## src/rtl/floating_point_blocking_seq.sv

```systemverilog
// ============================================================================
//  Module   : floating_point_blocking_seq
//  Purpose  : ROM-patterned AXI-Stream traffic sequencer feeding an FP core's
//             a/b/c/operation channels and draining its result channel.
//  Revision : 1.0 - initial release
// ============================================================================
`default_nettype none

module floating_point_blocking_seq #(
    parameter int N_TXN       = 16,
    parameter int PATTERN_LEN = 20,
    parameter int TIMEOUT     = 1024
) (
    input  logic        clk,
    input  logic        rst_n,
    input  logic        start,
    output logic [4:0]  rom_addr,
    input  logic [4:0]  rom_dout,
    output logic        s_axis_a_tvalid,
    input  logic        s_axis_a_tready,
    output logic [31:0] s_axis_a_tdata,
    output logic        s_axis_b_tvalid,
    input  logic        s_axis_b_tready,
    output logic [31:0] s_axis_b_tdata,
    output logic        s_axis_c_tvalid,
    input  logic        s_axis_c_tready,
    output logic [31:0] s_axis_c_tdata,
    output logic        s_axis_operation_tvalid,
    input  logic        s_axis_operation_tready,
    output logic [7:0]  s_axis_operation_tdata,
    input  logic        m_axis_result_tvalid,
    output logic        m_axis_result_tready,
    output logic [7:0]  result_cnt,
    output logic        busy,
    output logic        done,
    output logic        error
);

    localparam logic [1:0] c_idle  = 2'd0;
    localparam logic [1:0] c_prime = 2'd1;
    localparam logic [1:0] c_run   = 2'd2;
    localparam logic [1:0] c_done  = 2'd3;

    localparam int         TO_W      = $clog2(TIMEOUT + 1);
    localparam logic [7:0] c_n_txn   = 8'(N_TXN);
    localparam logic [4:0] c_last    = 5'(PATTERN_LEN - 1);
    localparam logic [TO_W-1:0] c_timeout = TO_W'(TIMEOUT);
    localparam logic [TO_W-1:0] c_to_one  = TO_W'(1);

    logic [1:0]       r_state;
    logic [4:0]       r_rom_addr;
    logic [3:0]       r_tvalid;       // [3]=a [2]=b [1]=c [0]=operation
    logic [3:0][7:0]  r_cnt;
    logic [7:0]       r_result_cnt;
    logic [TO_W-1:0]  r_to_cnt;
    logic             r_done;
    logic             r_error;

    logic [3:0]       w_tready;
    logic [3:0]       w_hs;
    logic [3:0]       w_tv_nxt;
    logic [3:0]       w_chan_full;
    logic [3:0][7:0]  w_cnt_nxt;
    logic             w_res_tready;
    logic             w_res_hs;
    logic [7:0]       w_res_nxt;
    logic             w_any_hs;
    logic             w_complete;
    logic             w_timeout;
    logic [4:0]       w_addr_nxt;

    assign w_tready = {s_axis_a_tready, s_axis_b_tready,
                       s_axis_c_tready, s_axis_operation_tready};

    // Channel i is driven by pattern bit i+1; bit 0 belongs to the result channel.
    for (genvar i = 0; i < 4; i++) begin : g_chan
        assign w_hs[i]        = r_tvalid[i] & w_tready[i];
        assign w_cnt_nxt[i]   = r_cnt[i] + {7'd0, w_hs[i]};
        assign w_chan_full[i] = (w_cnt_nxt[i] == c_n_txn);
        // A stalled offer must persist regardless of what the pattern says.
        assign w_tv_nxt[i]    = (r_tvalid[i] & ~w_tready[i]) |
                                (rom_dout[i+1] & (w_cnt_nxt[i] < c_n_txn));
    end

    assign w_res_tready = (r_state == c_run) & rom_dout[0] & (r_result_cnt < c_n_txn);
    assign w_res_hs     = m_axis_result_tvalid & w_res_tready;
    assign w_res_nxt    = r_result_cnt + {7'd0, w_res_hs};
    assign w_any_hs     = (|w_hs) | w_res_hs;
    assign w_complete   = (&w_chan_full) & (w_res_nxt == c_n_txn);
    assign w_timeout    = ~w_any_hs & ((r_to_cnt + c_to_one) == c_timeout);
    assign w_addr_nxt   = (r_rom_addr == c_last) ? 5'd0 : r_rom_addr + 5'd1;

    always_ff @(posedge clk or negedge rst_n) begin
        if (!rst_n) begin
            r_state      <= c_idle;
            r_rom_addr   <= 5'd0;
            r_tvalid     <= 4'd0;
            r_cnt        <= '0;
            r_result_cnt <= 8'd0;
            r_to_cnt     <= '0;
            r_done       <= 1'b0;
            r_error      <= 1'b0;
        end else begin
            case (r_state)
                c_prime: begin
                    r_state    <= c_run;
                    r_rom_addr <= w_addr_nxt;
                end
                c_run: begin
                    r_rom_addr   <= w_addr_nxt;
                    r_cnt        <= w_cnt_nxt;
                    r_result_cnt <= w_res_nxt;
                    r_to_cnt     <= w_any_hs ? '0 : r_to_cnt + c_to_one;
                    if (w_complete || w_timeout) begin
                        r_state  <= c_done;
                        r_tvalid <= 4'd0;
                        r_done   <= 1'b1;
                        r_error  <= ~w_complete;
                    end else begin
                        r_tvalid <= w_tv_nxt;
                    end
                end
                default: begin
                    if (start) begin
                        r_state      <= c_prime;
                        r_rom_addr   <= 5'd0;
                        r_tvalid     <= 4'd0;
                        r_cnt        <= '0;
                        r_result_cnt <= 8'd0;
                        r_to_cnt     <= '0;
                        r_done       <= 1'b0;
                        r_error      <= 1'b0;
                    end
                end
            endcase
        end
    end

    assign rom_addr                = r_rom_addr;
    assign s_axis_a_tvalid         = r_tvalid[3];
    assign s_axis_b_tvalid         = r_tvalid[2];
    assign s_axis_c_tvalid         = r_tvalid[1];
    assign s_axis_operation_tvalid = r_tvalid[0];
    assign s_axis_a_tdata          = {24'd0, r_cnt[3]};
    assign s_axis_b_tdata          = {24'd0, r_cnt[2]};
    assign s_axis_c_tdata          = {24'd0, r_cnt[1]};
    assign s_axis_operation_tdata  = r_cnt[0];
    assign m_axis_result_tready    = w_res_tready;
    assign result_cnt              = r_result_cnt;
    assign busy                    = (r_state == c_prime) | (r_state == c_run);
    assign done                    = r_done;
    assign error                   = r_error;

endmodule

`default_nettype wire

```

## config.mk

```make
export PLATFORM = sky130hd
export DESIGN_NAME = floating_point_blocking_seq
export DESIGN_NICKNAME = d
export VERILOG_FILES = /design/src/rtl/floating_point_blocking_seq.sv
export SDC_FILE = /design/constraint.sdc
export NUM_CORES = 1
export LEC_CHECK = 0
export CELL_PAD_IN_SITES_DETAIL_PLACEMENT = 1
export CELL_PAD_IN_SITES_GLOBAL_PLACEMENT = 1
export CORE_ASPECT_RATIO = 1.25
export CORE_MARGIN = 3
export CORE_UTILIZATION = 36
export CTS_BUF_LIST = sky130_fd_sc_hd__clkbuf_4 sky130_fd_sc_hd__clkbuf_8
export DETAILED_ROUTE_END_ITERATION = 8
export PLACE_DENSITY_LB_ADDON = 0.1
export RECOVER_POWER = 50
export SLEW_MARGIN = 20
export SYNTH_ARGS = -nofsm -noshare
export SYNTH_HDL_FRONTEND = slang
export SYNTH_SLANG_ARGS = --single-unit
```

## constraint.sdc

```tcl
create_clock -name clk -period 4 [get_ports clk]
set_input_delay 1 -clock clk [delete_from_list [all_inputs] [get_ports clk]]
set_output_delay 1 -clock clk [all_outputs]
set_load 0.005 [all_outputs]
```

Figure 1. Clock network drawn from the DEF.
Scale bar: 20 microns.
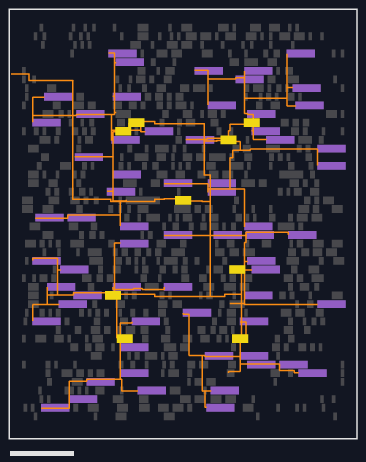
legend:
  orange:
    item: clock wires
    length: 1010 microns
  yellow:
    item: cells driving clock nets
    count: 9
  purple:
    item: flip-flops
    count: 64
routed clock nets: 10
Clk pwr share: 26.4%
Clock group: 591 uW

==> results_dict.tcl <==
# implementation run metrics
set metrics [dict create \
    critical_path.max_fanout 5 \
    top_cells_by_area "dfrtp_1 (34%), buf_4 (12%), nand2_1 (6.0%), o21ai_0 (4.9%), ha_1 (3.9%)" \
    violations "capacitance limit, slew limit" \
    clock_latency_ns 0.35 \
    top_cell_area_share_pct 33.6 \
    arrival_ns 4.01 \
    drv_slew 28 \
    cp-end-kind "flop" \
    dpl.cell_count 783 \
    cp_num_buf_inv 4 \
    antenna_found_initial 0 \
    route.detailed.drc 0 \
    fp_util_pct 37.2 \
    area_growth_pct 15.5 \
    drtIter0Drc 225 \
    grtUsageTotal_pct 19.0 \
    drv_cap 1 \
    pwr-share-comb_pct 38.5 \
    outcome "finished, violations left" \
    crit_family "simple AND/OR/NAND/NOR gates" \
    async_flop_share_pct 100 \
    max_stage_delay_ns 0.46 \
    grt.overflow.total 0 \
    grt_pass1_vias 4197 \
    drt-pass1-iter-count 4 \
    antenna_cells 0 \
    seq_power_share_pct 35.2 \
]
Figure 2. Cell classes on the final placement.
Scale bar: 20 microns.
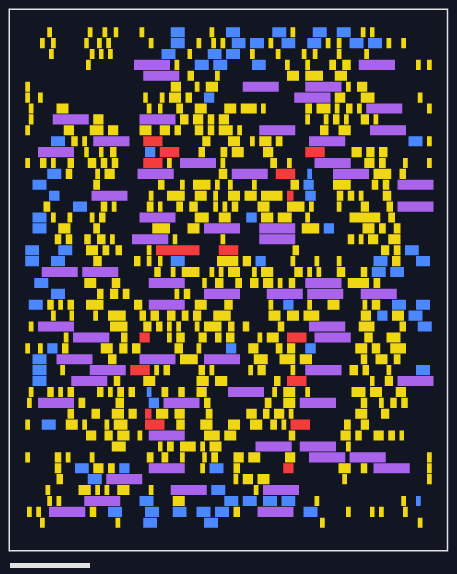
legend:
  blue:
    class: other buffers and delay cells
    cells: 82
  red:
    class: clock drivers and dummy loads
    cells: 16
  purple:
    class: flops
    cells: 64
  yellow:
    class: all other logic
    cells: 469
Core Region: 12800 sq um
row cnt: 46
Final Core Density: 43.0%

[state kept, by name (all words and copies together), names as in the netlist]
signal                  cells
s_axis_c_tdata              8
result_cnt                  8
s_axis_a_tdata              8
done                        1
r_tvalid                    4
rom_addr                    5
s_axis_b_tdata              8
r_state                     2
error                       1
r_to_cnt                   11
s_axis_operation_tdata      8
[worst min-delay path: stages (launching register included)]
cell     delay [ns]
dfrtp_1        0.39
nand2_1        0.06
o21ai_0        0.06
[through the flow]
step / power (mW) / TNS, ns / instance area [sq um]
floorplan: 1.38 / 0 / 5040
global placement: 1.67 / -0.946 / 5320
detailed placement: 1.69 / -1.02 / 5320
CTS: 2.30 / 0 / 5520
global route: 2.41 / 0 / 5510
finish: 2.24 / 0 / 5510
[metal layers]
layer	up-vias	track usage [%]	share of wire, %
li1	2000	-	-
met1	2057	23.6	43
met2	79	33.7	53
met3	8	3.59	3.5
met4	0	4.49	0.78
met5	-	0	0
[cell families (layout without fill, tap and decap cells)]
| logic type | Yosys count | count (layout) | synth area share (%) |
|---|---|---|---|
| adders and majority gates | 15 | 15 | 3.93 |
| other | 1 | 72 | 0.0786 |
| muxes | 14 | 14 | 3.07 |
| DFF | 64 | 64 | 33.6 |
| xor gates and xnor gates | 12 | 12 | 2.20 |
| buffers and inverters | 124 | 114 | 16.1 |
| and+or+nand+nor | 209 | 209 | 22.7 |
| AOI/OAI and AO/OA | 131 | 131 | 18.4 |
[cell type report]
cell class / count / area share (%)
Clock inverter: 3 / 0.726
Sequential cell: 64 / 29.0
Multi-Input combinational cell: 453 / 48.4
Tap cell: 168 / 3.81
Timing Repair Buffer: 82 / 13.9
Clock buffer: 13 / 3.02
Inverter: 16 / 1.09
No activity file was given, so power comes from the tool's default toggle rates.
